$ cat config.mk
export PLATFORM = sky130hd
export DESIGN_NAME = seq_alu
export DESIGN_NICKNAME = d
export VERILOG_FILES = /design/src/rtl/seq_alu.sv
export SDC_FILE = /design/constraint.sdc
export NUM_CORES = 1
export LEC_CHECK = 0
export ABC_AREA = 1
export ABC_CLOCK_PERIOD_IN_PS = 2800
export CAP_MARGIN = 20
export CORE_ASPECT_RATIO = 1.5
export CORE_MARGIN = 2
export CORE_UTILIZATION = 50
export DETAILED_ROUTE_END_ITERATION = 6
export PLACE_DENSITY_LB_ADDON = 0.12
export SYNTH_ARGS = -nofsm -noshare
export SYNTH_HDL_FRONTEND = slang
export SYNTH_SLANG_ARGS = --single-unit
$ cat constraint.sdc
create_clock -name clk -period 2.8 [get_ports clk]
set_input_delay 0.28 -clock clk [delete_from_list [all_inputs] [get_ports clk]]
set_output_delay 0.28 -clock clk [all_outputs]
set_load 0.03 [all_outputs]
$ cat src/rtl/seq_alu.sv
// seq_alu: registered N-bit signed ALU with valid/ready handshakes on both sides.
// Non-multiply operations complete in one cycle. MUL runs an N-step shift-add on the
// operand magnitudes and fixes the sign at the end. One operation is in flight at a time.
// The result is held in DONE until the sink takes it.
//
// Ports:
//   clk, rst_n        clock, asynchronous active-low reset
//   in_valid/in_ready operand handshake; in_ready is high only in IDLE
//   a, b, opcode      signed operands and operation select
//   out_valid/out_ready result handshake; out_valid is high only in DONE
//   out, zero, neg    2N-bit signed result and its flags, registered together
module seq_alu #(
  parameter int unsigned N = 4
) (
  input  logic             clk,
  input  logic             rst_n,
  input  logic             in_valid,
  output logic             in_ready,
  input  logic [N-1:0]     a,
  input  logic [N-1:0]     b,
  input  logic [2:0]       opcode,
  output logic             out_valid,
  input  logic             out_ready,
  output logic [2*N-1:0]   out,
  output logic             zero,
  output logic             neg
);

  localparam int unsigned W    = 2 * N;
  localparam int unsigned CntW = $clog2(N);

  localparam logic [2:0] OpAdd = 3'b000;
  localparam logic [2:0] OpSub = 3'b001;
  localparam logic [2:0] OpMul = 3'b010;
  localparam logic [2:0] OpAnd = 3'b011;
  localparam logic [2:0] OpOr  = 3'b100;
  localparam logic [2:0] OpXor = 3'b101;
  localparam logic [2:0] OpSra = 3'b110;

  typedef enum logic [1:0] {StIdle, StMul, StDone} state_e;

  state_e          state_q, state_d;
  logic [W-1:0]    out_q, out_d;
  logic            zero_q, zero_d;
  logic            neg_q, neg_d;
  logic [W-1:0]    mcand_q, mcand_d;   // |a|, shifted left each step
  logic [N-1:0]    mplier_q, mplier_d; // |b|, shifted right each step
  logic [W-1:0]    acc_q, acc_d;
  logic [CntW-1:0] cnt_q, cnt_d;
  logic            sign_q, sign_d;

  logic [W-1:0]    a_ext, b_ext;
  logic [N-1:0]    a_abs, b_abs;
  logic [N-1:0]    sh;
  logic [W-1:0]    alu_res;
  logic [W-1:0]    acc_step;
  logic [W-1:0]    prod;
  logic            res_wr;
  logic [W-1:0]    res_val;

  // Single-cycle datapath
  always_comb begin
    a_ext   = {{N{a[N-1]}}, a};
    b_ext   = {{N{b[N-1]}}, b};
    // Shifting by 2N-1 already yields all sign bits; larger amounts saturate.
    sh      = (b > N'(W - 1)) ? N'(W - 1) : b;
    alu_res = '0;
    case (opcode)
      OpAdd:   alu_res = a_ext + b_ext;
      OpSub:   alu_res = a_ext - b_ext;
      OpAnd:   alu_res = {{N{1'b0}}, a & b};
      OpOr:    alu_res = {{N{1'b0}}, a | b};
      OpXor:   alu_res = {{N{1'b0}}, a ^ b};
      OpSra:   alu_res = $signed(a_ext) >>> sh;
      default: alu_res = '0;
    endcase
  end

  // Magnitudes fit in N unsigned bits, including 2^(N-1) for the most negative input.
  always_comb begin
    a_abs    = a[N-1] ? (~a + N'(1)) : a;
    b_abs    = b[N-1] ? (~b + N'(1)) : b;
    acc_step = mplier_q[0] ? (acc_q + mcand_q) : acc_q;
    prod     = sign_q ? (~acc_step + W'(1)) : acc_step;
  end

  always_comb begin
    state_d  = state_q;
    mcand_d  = mcand_q;
    mplier_d = mplier_q;
    acc_d    = acc_q;
    cnt_d    = cnt_q;
    sign_d   = sign_q;
    res_wr   = 1'b0;
    res_val  = alu_res;
    in_ready  = (state_q == StIdle);
    out_valid = (state_q == StDone);

    unique case (state_q)
      StIdle: begin
        if (in_valid) begin
          if (opcode == OpMul) begin
            mcand_d  = {{N{1'b0}}, a_abs};
            mplier_d = b_abs;
            acc_d    = '0;
            cnt_d    = '0;
            sign_d   = a[N-1] ^ b[N-1];
            state_d  = StMul;
          end else begin
            res_wr  = 1'b1;
            res_val = alu_res;
            state_d = StDone;
          end
        end
      end
      StMul: begin
        acc_d    = acc_step;
        mcand_d  = mcand_q << 1;
        mplier_d = mplier_q >> 1;
        cnt_d    = cnt_q + CntW'(1);
        if (cnt_q == CntW'(N - 1)) begin
          res_wr  = 1'b1;
          res_val = prod;
          state_d = StDone;
        end
      end
      StDone: begin
        if (out_ready) state_d = StIdle;
      end
      default: state_d = StIdle;
    endcase

    out_d  = res_wr ? res_val : out_q;
    zero_d = res_wr ? (res_val == '0) : zero_q;
    neg_d  = res_wr ? res_val[W-1] : neg_q;
  end

  always_ff @(posedge clk or negedge rst_n) begin
    if (!rst_n) begin
      state_q  <= StIdle;
      out_q    <= '0;
      zero_q   <= 1'b0;
      neg_q    <= 1'b0;
      mcand_q  <= '0;
      mplier_q <= '0;
      acc_q    <= '0;
      cnt_q    <= '0;
      sign_q   <= 1'b0;
    end else begin
      state_q  <= state_d;
      out_q    <= out_d;
      zero_q   <= zero_d;
      neg_q    <= neg_d;
      mcand_q  <= mcand_d;
      mplier_q <= mplier_d;
      acc_q    <= acc_d;
      cnt_q    <= cnt_d;
      sign_q   <= sign_d;
    end
  end

  assign out  = out_q;
  assign zero = zero_q;
  assign neg  = neg_q;

endmodule

### The metal 4 layer

Scale bar: 20 um.
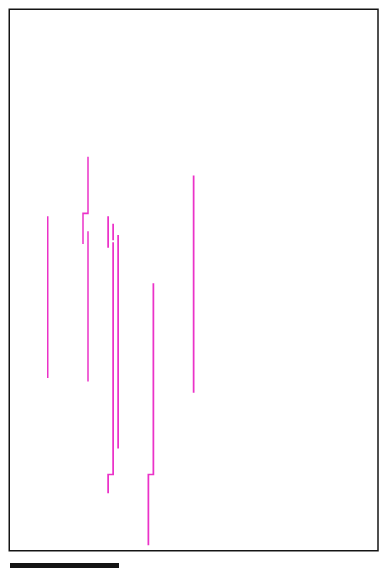
The longest straight run is 42.3 um. 9 nets have wire on it. The layer carries 254 um of wire. The layer holds 3.4% of the routed length. The wires run mostly vertical.

### Routing congestion map

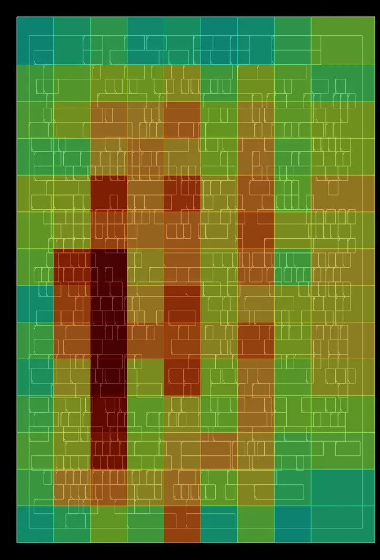
met1 routing resource usage after global routing: 0.266
GRT Max-Usage Layer: met2

==> layer usage <==
metal | part of all wire | track usage | vias up
met4 | 0.034 | 0.110 | 0
met5 | 0 | 0 | -
met2 | 0.56 | 0.492 | 70
met1 | 0.38 | 0.266 | 1322
li1 | - | - | 1488
met3 | 0.026 | 0.0171 | 21
==> state kept, by name (all words and copies together), names as in the netlist <==
name and cells:
mplier_q 4, mcand_q 8, sign_q 1, out 8, state_q 2, acc_q 8, zero 1, cnt_q 2
==> through the flow <==
stage          worst slack (ns)  instance area (um2)
4_1_cts                   0.160                 3460
5_1_grt                 0.00860                 3460
3_5_place_dp              0.189                 3360
3_3_place_gp              0.229                 3360
6_report                  0.174                 3460
2_1_floorplan             0.455                 2990
==> impl_metrics.yaml <==
# generated from flow reports
outcome:
  run_status: "complete, no violations"
synthesis:
  netlist_instances: 433
  ys_seq_elements: 34
  top_cell: "nand2_1"
  yosys-dominant-comb-family: "simple AND/OR/NAND/NOR gates"
  asyncSetResetFlopFracSynth: 1.00
drt:
  num_vias: 2901
  routed_via_density: 5.37
finish:
  fillCellCount: 605
  seq_cells: 34
  num-clock-buffers: 6
setup_path:
  worst-path-buf-inv: 0
  cpMaxStageDelayCell: "fa_1"
  worst_setup_path_startpoint: "mcand_q[0]"
  rr_startpoint: "mcand_q[0]"
  critPathCaptureType: "flop"
  critPathRequiredTime_ns: 3.03
  reg2reg_setup_slack_ns: 0.17
placed_design:
  gp_routability_congestion: 0.949
  dp_hpwl_mm: 6.24
floorplan:
  floorplan.core_util: 0.517
  taps: 72
  ios: 27
timing:
  worst_hold_slack_ns: 0.395
  tightestPinTransition_ns: 0.572
power:
  sequential_power_uw: 889
cts:
  clk_latency_ns: 0.29
Power is estimated from default activity; no workload was simulated.
